==> run_1/congestion_map.png <==
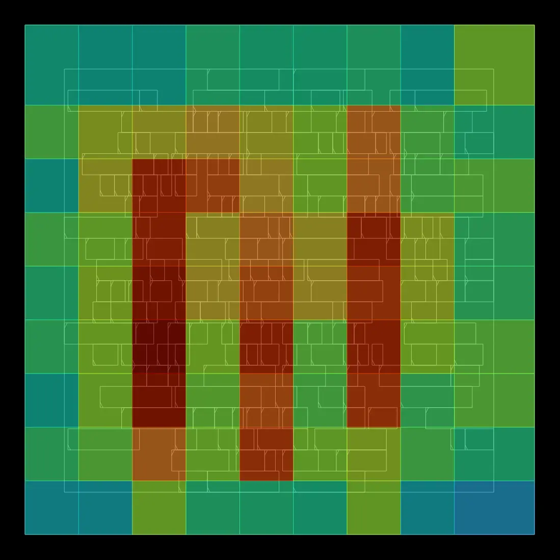
==> run_1/clock_wires.png <==
Drawn at 8 px/um.
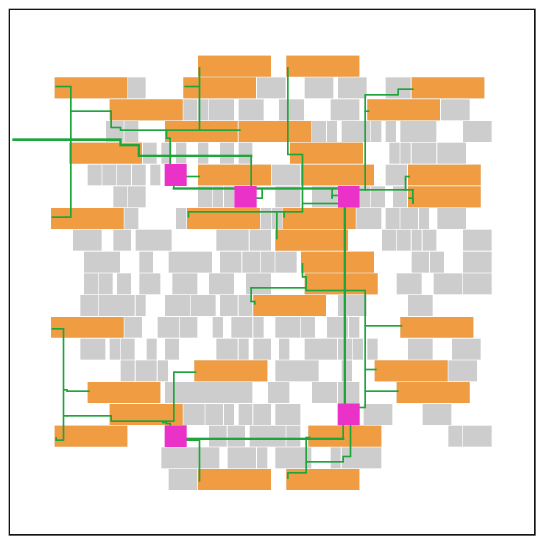
==> run_1/ff_map.png <==
Drawn at 8 px/um. Other sequential cells in the stronger gray, the rest of the logic in the fainter gray.
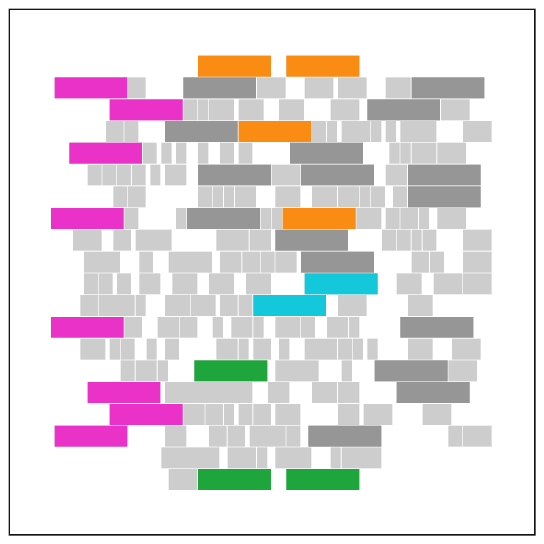
$ cat src/rtl/bcd_nibble_capture.sv
// Serial MSB-first nibble capture with BCD range check, inter-bit timeout,
// abort-on-restart and a ready/valid result port with a saturating error count.
module bcd_nibble_capture #(
    parameter int MAX_VALUE = 9,
    parameter int TIMEOUT   = 15
) (
    input  logic       clk,
    input  logic       rst_n,
    input  logic       start,
    input  logic       bit_in,
    input  logic       bit_valid,
    output logic [3:0] out_data,
    output logic [1:0] out_code,
    output logic       out_err,
    output logic       out_valid,
    input  logic       out_ready,
    output logic       busy,
    output logic [7:0] err_count
);

    typedef enum logic [1:0] {
        IDLE  = 2'd0,
        SHIFT = 2'd1,
        HOLD  = 2'd2
    } state_t;

    localparam logic [1:0] CODE_OK    = 2'b00;
    localparam logic [1:0] CODE_RANGE = 2'b01;
    localparam logic [1:0] CODE_TMO   = 2'b10;
    localparam logic [1:0] CODE_ABORT = 2'b11;

    // Idle counter compares against TIMEOUT-1 so the HOLD transition lands on
    // the TIMEOUT-th consecutive idle cycle.
    localparam logic [7:0] IDLE_LAST = 8'(TIMEOUT - 1);

    state_t     state;
    logic [3:0] shreg;
    logic [2:0] bit_cnt;
    logic [7:0] idle_cnt;
    logic [3:0] next_nib;
    logic       nib_oor;

    assign next_nib = {shreg[2:0], bit_in};
    assign nib_oor  = (32'(next_nib) > MAX_VALUE);

    always_ff @(posedge clk or negedge rst_n) begin
        if (!rst_n) begin
            state     <= IDLE;
            shreg     <= 4'h0;
            bit_cnt   <= 3'd0;
            idle_cnt  <= 8'd0;
            out_data  <= 4'h0;
            out_code  <= CODE_OK;
            out_err   <= 1'b0;
            out_valid <= 1'b0;
            busy      <= 1'b0;
            err_count <= 8'd0;
        end else begin
            case (state)
                IDLE: begin
                    if (start) begin
                        state    <= SHIFT;
                        busy     <= 1'b1;
                        shreg    <= 4'h0;
                        bit_cnt  <= 3'd0;
                        idle_cnt <= 8'd0;
                    end
                end

                SHIFT: begin
                    if (start) begin
                        // Restart mid-frame aborts; the coincident bit is dropped.
                        state     <= HOLD;
                        out_valid <= 1'b1;
                        out_data  <= 4'h0;
                        out_code  <= CODE_ABORT;
                        out_err   <= 1'b1;
                    end else if (bit_valid) begin
                        shreg    <= next_nib;
                        bit_cnt  <= bit_cnt + 3'd1;
                        idle_cnt <= 8'd0;
                        if (bit_cnt == 3'd3) begin
                            state     <= HOLD;
                            out_valid <= 1'b1;
                            out_data  <= next_nib;
                            out_code  <= nib_oor ? CODE_RANGE : CODE_OK;
                            out_err   <= nib_oor;
                        end
                    end else if (idle_cnt == IDLE_LAST) begin
                        state     <= HOLD;
                        out_valid <= 1'b1;
                        out_data  <= 4'h0;
                        out_code  <= CODE_TMO;
                        out_err   <= 1'b1;
                    end else begin
                        idle_cnt <= idle_cnt + 8'd1;
                    end
                end

                HOLD: begin
                    if (out_ready) begin
                        state     <= IDLE;
                        busy      <= 1'b0;
                        out_valid <= 1'b0;
                        if (out_err && (err_count != 8'hFF))
                            err_count <= err_count + 8'd1;
                    end
                end

                default: begin
                    state     <= IDLE;
                    busy      <= 1'b0;
                    out_valid <= 1'b0;
                end
            endcase
        end
    end

endmodule

$ cat config.mk
export PLATFORM = sky130hd
export DESIGN_NAME = bcd_nibble_capture
export DESIGN_NICKNAME = d
export VERILOG_FILES = /design/src/rtl/bcd_nibble_capture.sv
export SDC_FILE = /design/constraint.sdc
export NUM_CORES = 1
export LEC_CHECK = 0
export ABC_CLOCK_PERIOD_IN_PS = 2400
export CORE_MARGIN = 5
export CORE_UTILIZATION = 53
export DETAILED_ROUTE_END_ITERATION = 10
export GPL_TIMING_DRIVEN = 0
export PLACE_DENSITY = 0.84
export SETUP_SLACK_MARGIN = 0.15
export SLEW_MARGIN = 20
export SYNTH_ARGS = -nofsm -noshare
export SYNTH_HDL_FRONTEND = slang
export SYNTH_SLANG_ARGS = --single-unit
$ cat constraint.sdc
create_clock -name clk -period 2.4 [get_ports clk]
set_clock_uncertainty 0.2 [all_clocks]
set_input_delay 0.24 -clock clk [delete_from_list [all_inputs] [get_ports clk]]
set_output_delay 0.24 -clock clk [all_outputs]
set_load 0.02 [all_outputs]
==> job_summary.md, run 1 <==
## Implementation flow summary

| Metric | Value |
|---|---|
| Critical path's top delay family | `flip-flops` |
| Final setup violation count | `0` |
| Most used logic cell in the final layout | `dfrtp_1` |
| Rows | `20` |
| DR vias | `1342` |
| Dominant logic cell types in the final layout | `dfrtp_1 (33), clkdlybuf4s50_1 (20), nand2_1 (16)` |
| Post-Synthesis Cell Area | `1630 sq um` |
| GRT met1 Usage | `0.211` |
| Post-synth top flop | `dfrtp_1` |
| Worst VDD drop | `0.463 mV` |
| Tapcells | `33` |
| Aoi share | `0.162` |
| OpenROAD warnings | `27` |
| Pre-CTS WS | `0.0585 ns` |
| Worst path max stage delay | `0.42 ns` |
| Sw Ratio | `0.361` |
| Syn Nets | `170` |
| Number of enable flip-flop cells | `0` |
| Synth area leader | `dfrtp_1` |
| WP data required | `2.43 ns` |
| Mux frac, synth | `0.00690` |
| Synth flops | `33` |
| Unrepaired setup endpoints after global routing | `no` |
| Crit. Startpoint | `bit_cnt[1]` |
| First-pass DRT Iterations | `4` |
| GPL Wtd Cong | `0.883` |
| Min Tclk post-route | `2.15 ns` |
| Final non-clock buffer share | `0.135` |
| Simple Share, Synth | `0.189` |
| DRT met1 WL | `1390 um` |
| Post-synth seq share | `0.506` |
| Top post-synthesis cells by count | `dfrtp_1 (33), nand2_1 (16), inv_1 (13)` |
| Clock sinks | `33` |
| Initial antenna violation count | `0` |
| Clock distribution power | `429 uW` |
| Total CTS buffers | `5` |
| Register share of total power | `0.410` |
| Vias in the first global route | `1359` |
| Area reported by Yosys stat | `1630 sq um` |
| Crit start category | `register` |
| Combinational Power | `676 uW` |
| Max Buffers Root-to-Sink | `2` |
| R2R cell count | `7` |
| Placed instance count | `213` |
| Final setup margin | `0.249 ns` |
| Worst path most repeated cell | `ha_1` |
| Detailed Route WL | `3340 um` |
| Final Hold Slack | `0.289 ns` |
| Met3 Wirelength | `198 um` |
| CP Capture Point | `out_code[0]` |
| Psw | `678 uW` |
| Internal Pwr Total | `1200 uW` |
| Setup TNS | `0 ns` |
| CP max FO | `9` |
| Biggest area cells | `dfrtp_1 (51%), ha_1 (3.8%), nand2_1 (3.7%)` |
| Fin cells | `223` |
| Gr busiest metal | `met2` |
| Leak pwr | `0.000893 uW` |
| Reg clk slew, reported paths | `0.10 ns` |
| Buffers excl. clock | `27` |
| # Max-Cap Violations | `0` |
| Syn Inst Count | `159` |
| Die width | `65.5 um` |
| Biggest regs | `err_count x8, idle_cnt x8, out_data x4` |
| FF/Latch Area | `826 sq um` |
| Max Freq | `465 MHz` |
| Xor/xnor share | `0.0429` |
| Hold-fix buffers, CTS | `2` |
| Grt total ovfl | `0` |
| Outcome | `finished clean` |
| Multi-input logic area | `723 sq um` |
| CP bufs+invs | `1` |
| Top power group | `sequential cells` |
| Final Hold Violating Endpoints | `0` |
| Slowest CP cell | `dfrtp_1` |
| DRC viols | `0` |
Notes on congestion_map.png above:
M2 GR Usage: 0.325
M3 GR Usage: 0.0462
gr usage total: 0.186

Notes on clock_wires.png above:
legend:
  orange:
    item: flip-flops
    count: 33
  magenta:
    item: clock-net drivers
    count: 5
  green:
    item: clock wires
    length: 376 um
routed clock nets: 6

Notes on ff_map.png above:
legend:
  orange:
    name_in_the_netlist: `out_data`
    placed_flops: 4
    where: north
  magenta:
    name_in_the_netlist: `idle_cnt`
    placed_flops: 8
  cyan:
    name_in_the_netlist: `state`
    placed_flops: 2
  green:
    name_in_the_netlist: `bit_cnt`
    placed_flops: 3
flop share of the area: 0.414
P_seq: 769 uW

==> run 1 -> run 2 <==
Settings changed: ABC_CLOCK_PERIOD_IN_PS 2400 to 2600, CORE_UTILIZATION 53 to 57, CTS_CLUSTER_DIAMETER set to 80, PLACE_DENSITY 0.84 to 0.89.
Clock period 2.4 ns to 2.6 ns, I/O delays scaled along.
==> run_2/class_map.png <==
Drawn at 8 px/um. Fill, decap, tap and diode cells in gray.
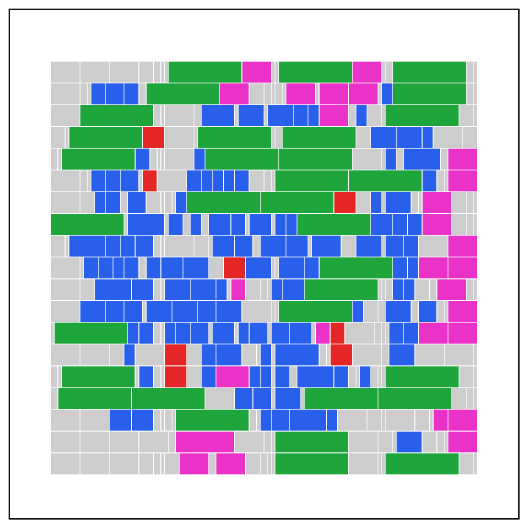
legend:
  green:
    class: registers
    cells: 33
    share_of_their_area: 43%
  magenta:
    class: remaining buffers and delay cells
    cells: 27
    share_of_their_area: 14%
  red:
    class: clock drivers and dummy loads
    cells: 8
    share_of_their_area: 2.9%
  blue:
    class: remaining logic cells
    cells: 122
    share_of_their_area: 40%
cell area after layout: 1950 sq um
flop share of the area: 0.423

==> run_2/floorplan.png <==
Drawn at 6 px/um. Pins as bars on the die edge.
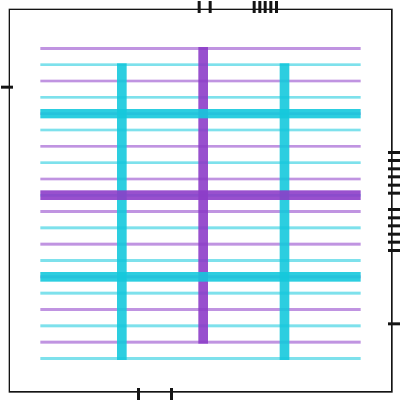
legend:
  cyan:
    net: VSS
  purple:
    net: VDD
met4 straps: 3
rows: 19

==> job_summary.md, run 2 <==
## Implementation flow summary

| Metric | Value |
|---|---|
| Async set-reset flop share out of synthesis | `1.00` |
| Reg clk slew, reported paths | `0.10 ns (about the same)` |
| Root Driver | `clkbuf_4` |
| Fin cells | `221 (-0.90%)` |
| Fill cells | `195` |
| Starting Density | `0.592` |
| Setup slack, reg-to-reg | `0.36 ns` |
| Dominant logic cell types in the final layout | `dfrtp_1 (33), clkdlybuf4s50_1 (20), nand2_1 (16)` |
| Critical path's top delay family | `flip-flops` |
| Vias in the first global route | `1320 (-2.9%)` |
| Tapcells | `31 (-6.1%)` |
| Post-Synthesis Cell Area | `1630 sq um (unchanged)` |
| Post-synth top flop | `dfrtp_1` |
| Crit-path cells | `ha_1 -> ha_1 -> and2_1 -> a311oi_1 -> nand2b_1 -> buf_2 -> mux2_1` |
| OpenROAD warnings | `27 (unchanged)` |
| Synth flops | `33 (unchanged)` |
| H-Tree Depth | `2` |
| Reg-to-Reg End | `out_code[0]` |
| Port Buf Inserts | `21` |
| Number of enable flip-flop cells | `0 (unchanged)` |
| R2R cell count | `7 (unchanged)` |
| Num ports | `23` |
| GPL Wtd Cong | `0.868 (-1.7%)` |
| Instance count on the critical path | `7` |
| Post-synth seq share | `0.506 (unchanged)` |
| DP Area | `1880 sq um` |
| Detailed Route WL | `3200 um (-4.0%)` |
| Slowest CP cell | `dfrtp_1` |
| Final non-clock buffer share | `0.137 (+0.00157)` |
| Area reported by Yosys stat | `1630 sq um (unchanged)` |
| Min Tclk post-route | `2.24 ns (+0.0845 ns)` |
| Setup crit end kind | `register` |
| Clock distribution power | `272 uW (-37%)` |
| Final Hold Violating Endpoints | `0 (unchanged)` |
| Final setup margin | `0.364 ns (+0.116 ns)` |
| Crit start category | `register` |
| Fin crit share | `0.860` |
| M3 GR Usage | `0.0551 (+0.00891)` |
| Synth top cell by count | `dfrtp_1` |
| Number of clock buffers in the layout | `5` |
| Pin count of the biggest net entering global routing | `34` |
| Die width | `63.5 um (-3.0%)` |
| First-pass DRT Iterations | `4 (unchanged)` |
| Die ar. | `4030 sq um` |
| HPWL Detailed | `2460 um` |
| Rows | `19 (-5.0%)` |
| Pre-CTS WS | `0.364 ns (+0.305 ns)` |
| Final setup violation count | `0 (unchanged)` |
| Most used logic cell in the final layout | `dfrtp_1` |
| First-pass GRT wire length | `5900 um` |
| Logic share of the area | `0.367` |
| Biggest area cells | `dfrtp_1 (51%), ha_1 (3.8%), nand2_1 (3.7%)` |
| Aoi share | `0.162 (unchanged)` |
| Biggest regs | `err_count x8, idle_cnt x8, out_data x4` |
| Min-Delay Path Class | `primary input to asynchronous set/reset pin` |
| Register share of total power | `0.443 (+0.033)` |
| Final Max Tran Viols | `0` |
| Setup TNS | `0 ns (unchanged)` |
| Final Hold Slack | `0.300 ns (+0.0109 ns)` |
| Max Freq | `447 MHz (-3.8%)` |
| Ant diodes | `0` |
| P_seq | `706 uW (-8.2%)` |
| Gr usage total | `0.182 (-0.00419)` |
| Post-route ant nets | `0` |
| Total CTS buffers | `5 (unchanged)` |
| # Max-Cap Violations | `0 (unchanged)` |
| Drt wl/cell | `14.5 um` |
| Gr busiest metal | `met2` |
| CP Capture Point | `out_code[0]` |
| Clk Latency, worst-skew pair | `0.33 ns` |
| Mux frac, synth | `0.00690 (unchanged)` |
| Combinational Power | `616 uW (-8.9%)` |
| Internal Pwr Total | `974 uW (-19%)` |
| CTS tree | `built` |
| Crit path kind | `register to register` |
| DR vias | `1321 (-1.6%)` |
| Syn Inst Count | `159 (unchanged)` |
| Clock sinks | `33 (unchanged)` |
| Worst path max stage delay | `0.41 ns (about the same)` |
| Count of cell types in the netlist | `42` |
| GRT met1 Usage | `0.205 (-0.00601)` |
| Met3 Wirelength | `195 um (-1.5%)` |
| Buffers excl. clock | `27 (unchanged)` |
| DRT met1 WL | `1260 um (-9.6%)` |
| PostCTS Resize Cnt | `0` |
| FF/Latch Area | `826 sq um (unchanged)` |
| Core Footprint | `2760 sq um` |
| Least-Margin Pin Slew | `0.696 ns` |
| Multi-input logic area | `717 sq um (-0.87%)` |
| CP max FO | `9 (unchanged)` |
| Top power group | `sequential cells` |
| Simple Share, Synth | `0.189 (unchanged)` |
| DRC viols | `0 (unchanged)` |
| WP data required | `2.62 ns (+0.19 ns)` |
| Syn-to-layout area delta | `19.5%` |
| Xor/xnor share | `0.0429 (unchanged)` |
| CP bufs+invs | `1 (unchanged)` |
| Top post-synthesis cells by count | `dfrtp_1 (33), nand2_1 (16), inv_1 (13)` |
| Arr. time, crit path | `2.25 ns` |
| Combinational Power Share | `0.387` |
| Psw | `620 uW (-8.6%)` |
| Grt total ovfl | `0 (unchanged)` |
| Initial antenna violation count | `0 (unchanged)` |
| Max Buffers Root-to-Sink | `2 (unchanged)` |
| Crit. Startpoint | `bit_cnt[1]` |
| Worst VDD drop | `0.620 mV (+34%)` |
| Leading cell kind | `flip-flops and latches` |
| Hold-fix buffers, CTS | `2 (unchanged)` |
| Syn Nets | `170 (unchanged)` |
| M2 GR Usage | `0.325 (about the same)` |
| Synth area leader | `dfrtp_1` |
| Sw Ratio | `0.389 (+0.0273)` |
| Outcome | `finished clean` |
| Inverters excl. clock | `13` |
| Placed instance count | `211 (-0.94%)` |
| Unrepaired setup endpoints after global routing | `no` |
| Worst path most repeated cell | `ha_1` |
| Leak pwr | `0.000876 uW (-1.9%)` |
==> run 2 -> run 3 <==
Settings changed: CORE_ASPECT_RATIO set to 1.25.
==> run_3/clock_wires.png <==
Drawn at 8 px/um.
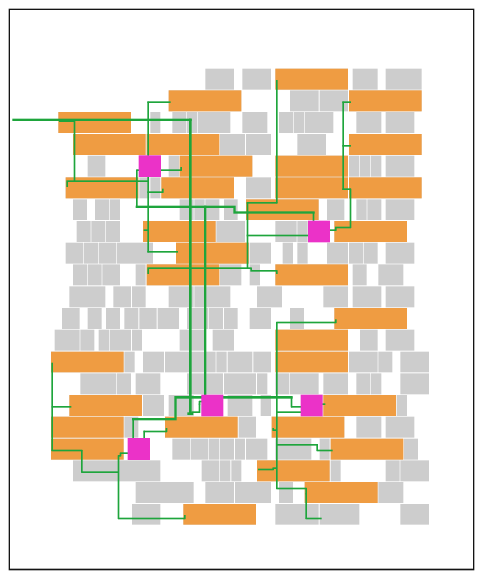
legend:
  magenta:
    item: clock-net drivers
    count: 5
  orange:
    item: flip-flops
    count: 33
  green:
    item: clock wires
    length: 376 um
routed clock nets: 6

==> run_3/class_map.png <==
Drawn at 6 px/um. Fill, decap, tap and diode cells in gray.
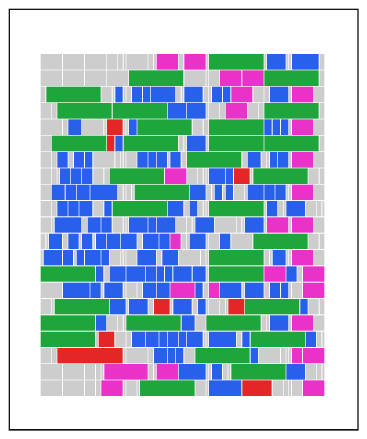
legend:
  blue:
    class: remaining logic cells
    cells: 122
    share_of_their_area: 39%
  magenta:
    class: remaining buffers and delay cells
    cells: 27
    share_of_their_area: 14%
  red:
    class: clock drivers and dummy loads
    cells: 8
    share_of_their_area: 4.4%
  green:
    class: registers
    cells: 33
    share_of_their_area: 42%

==> job_summary.md, run 3 <==
## Implementation flow summary

| Metric | Value |
|---|---|
| WP data required | `2.62 ns (about the same)` |
| Slowest CP cell | `dfrtp_1` |
| H-Tree Depth | `2 (unchanged)` |
| Crit. Startpoint | `bit_cnt[1]` |
| Worst VDD drop | `0.868 mV (+40%)` |
| Relative slew slack | `0.498` |
| Max Freq | `446 MHz (-0.20%)` |
| Setup crit end kind | `register` |
| Num ports | `23 (unchanged)` |
| Final design utilization | `0.734` |
| PostCTS Resize Cnt | `0 (unchanged)` |
| Dominant logic cell types in the final layout | `dfrtp_1 (33), clkdlybuf4s50_1 (20), nand2_1 (16)` |
| Number of clock buffers in the layout | `7 (+2)` |
| Ant diodes | `0 (unchanged)` |
| FF/Latch Area | `826 sq um (unchanged)` |
| Fin crit share | `0.862 (+0.00170)` |
| Psw | `641 uW (+3.4%)` |
| Clock distribution power | `392 uW (+44%)` |
| M2 GR Usage | `0.352 (+0.0269)` |
| Post-synth top flop | `dfrtp_1` |
| Crit path kind | `register to register` |
| Final Hold Violating Endpoints | `0 (unchanged)` |
| Buffers excl. clock | `27 (unchanged)` |
| Number of enable flip-flop cells | `0 (unchanged)` |
| Top power group | `sequential cells` |
| Vias in the first global route | `1372 (+3.9%)` |
| Synth logic family | `simple AND/OR/NAND/NOR gates` |
| Simple Share, Synth | `0.189 (unchanged)` |
| GPL Wtd Cong | `0.868 (about the same)` |
| Min-Delay Path Class | `register to register` |
| OpenROAD warnings | `27 (unchanged)` |
| M3 GR Usage | `0.0596 (+0.00453)` |
| Sw Ratio | `0.367 (-0.0217)` |
| Vias per cell | `5.87` |
| Syn Nets | `170 (unchanged)` |
| Syn Area/Cell | `10.3 sq um` |
| Total CTS buffers | `5 (unchanged)` |
| Final setup margin | `0.360 ns (-0.00442 ns)` |
| Met2 WL | `2010 um` |
| Hold EP | `out_valid` |
| Synth top cell by count | `dfrtp_1` |
| Post-Synthesis Cell Area | `1630 sq um (unchanged)` |
| R2R cell count | `7 (unchanged)` |
| Pre-CTS WS | `0.321 ns (-0.0425 ns)` |
| Max Buffers Root-to-Sink | `2 (unchanged)` |
| Die height | `69.8 um` |
| Rows | `21 (+2)` |
| Clk pwr share | `0.225` |
| Outcome | `finished clean` |
| Root Driver | `clkbuf_4` |
| DP Area | `1880 sq um (+0.20%)` |
| # Max-Cap Violations | `0 (unchanged)` |
| Final setup violation count | `0 (unchanged)` |
| Postcts setup bufs | `0` |
| Worst path most repeated cell | `ha_1` |
| Min Tclk post-route | `2.24 ns (+0.00442 ns)` |
| CP Capture Point | `out_code[0]` |
| Final Max Tran Viols | `0 (unchanged)` |
| Port Buf Inserts | `21 (unchanged)` |
| Unrepaired setup endpoints after global routing | `no` |
| Biggest regs | `err_count x8, idle_cnt x8, out_data x4` |
| Placed instance count | `214 (+1.4%)` |
| Synth flops | `33 (unchanged)` |
| First-pass GRT wire length | `6160 um (+4.4%)` |
| Power Density | `879 nW/um^2` |
| Mux frac, synth | `0.00690 (unchanged)` |
| Top post-synthesis cells by count | `dfrtp_1 (33), nand2_1 (16), inv_1 (13)` |
| GRT met1 Usage | `0.203 (-0.00193)` |
| Crit-path cells | `ha_1 -> ha_1 -> and2_1 -> a311oi_1 -> nand2b_1 -> buf_2 -> mux2_1` |
| Power Total | `1750 uW` |
| Multi-input logic area | `717 sq um (unchanged)` |
| Cell area after layout | `1990 sq um (+1.7%)` |
| Reg-to-Reg End | `out_code[0]` |
| Grt total ovfl | `0 (unchanged)` |
| Clk Latency, worst-skew pair | `0.34 ns (about the same)` |
| Detailed Route WL | `3680 um (+15%)` |
| Met3 Wirelength | `189 um (-3.1%)` |
| Ys cells | `159` |
| Syn-to-layout area delta | `21.6%` |
| P_seq | `714 uW (+1%)` |
| Die width | `57.9 um (-8.9%)` |
| HPWL Detailed | `2850 um (+16%)` |
| Post-synth seq share | `0.506 (unchanged)` |
| Adder share | `0.0383` |
| Leak pwr | `0.000891 uW (+1.7%)` |
| Final Hold Slack | `0.297 ns (-0.00309 ns)` |
| Leading cell kind | `flip-flops and latches` |
| Drt wl/cell | `16.4 um (+13%)` |
| Hold Path Origin | `out_valid` |
| Combinational Power | `639 uW (+3.7%)` |
| DRC viols | `0 (unchanged)` |
| Biggest area cells | `dfrtp_1 (51%), ha_1 (3.8%), nand2_1 (3.7%)` |
| Inverters excl. clock | `13 (unchanged)` |
| Aoi share | `0.162 (unchanged)` |
| Nets | `200` |
| Syn Inst Count | `159 (unchanged)` |
| Starting Density | `0.603 (+0.0112)` |
| Clock sinks | `33 (unchanged)` |
| Initial antenna violation count | `0 (unchanged)` |
| Pin count of the biggest net entering global routing | `34 (unchanged)` |
| Gr usage total | `0.202 (+0.0200)` |
| Die ar. | `4040 sq um (+0.17%)` |
| Reg clk slew, reported paths | `0.10 ns (about the same)` |
| Flop share of the area | `0.416 (-0.00720)` |
| Instance count on the critical path | `7 (unchanged)` |
| Final non-clock buffer share | `0.134 (-0.00232)` |
| Most used logic cell in the final layout | `dfrtp_1` |
| Combinational Power Share | `0.366 (-0.021)` |
| Least-Margin Pin Slew | `0.753 ns (+0.0570 ns)` |
| Count of cell types in the netlist | `42 (unchanged)` |
| Crit start category | `register` |
| Synth area leader | `dfrtp_1` |
| Max-area cell share | `0.506` |
| CP max FO | `9 (unchanged)` |
| CTS tree | `built` |
| Area reported by Yosys stat | `1630 sq um (unchanged)` |
| Setup TNS | `0 ns (unchanged)` |
| Worst path max stage delay | `0.41 ns (about the same)` |
| FF-to-FF Start | `bit_cnt[1]` |
| Async set-reset flop share out of synthesis | `1.00 (unchanged)` |
| Fill cells | `199 (+2.1%)` |
| CP bufs+invs | `1 (unchanged)` |
| Layout cells sized above 1 | `0.0737` |
| Gr busiest metal | `met2` |
| Setup slack, reg-to-reg | `0.36 ns (about the same)` |
| Post-route ant nets | `0 (unchanged)` |
| Xor/xnor share | `0.0429 (unchanged)` |
| DRT met1 WL | `1360 um (+8.5%)` |
| Logic share of the area | `0.361 (-0.00625)` |
| Internal Pwr Total | `1100 uW (+13%)` |
| Fin cells | `224 (+1.4%)` |
| Register share of total power | `0.409 (-0.034)` |
| Critical path's top delay family | `flip-flops` |
| Synth warn | `0` |
| Core Footprint | `2710 sq um (-1.9%)` |
| First-pass DRT Iterations | `4 (unchanged)` |
| Tapcells | `34 (+9.7%)` |
| Arr. time, crit path | `2.26 ns (about the same)` |
| Hold-fix buffers, CTS | `2 (unchanged)` |
| DR vias | `1314 (-0.53%)` |
Power figures rest on the tool's default switching activity, not on a simulated workload.
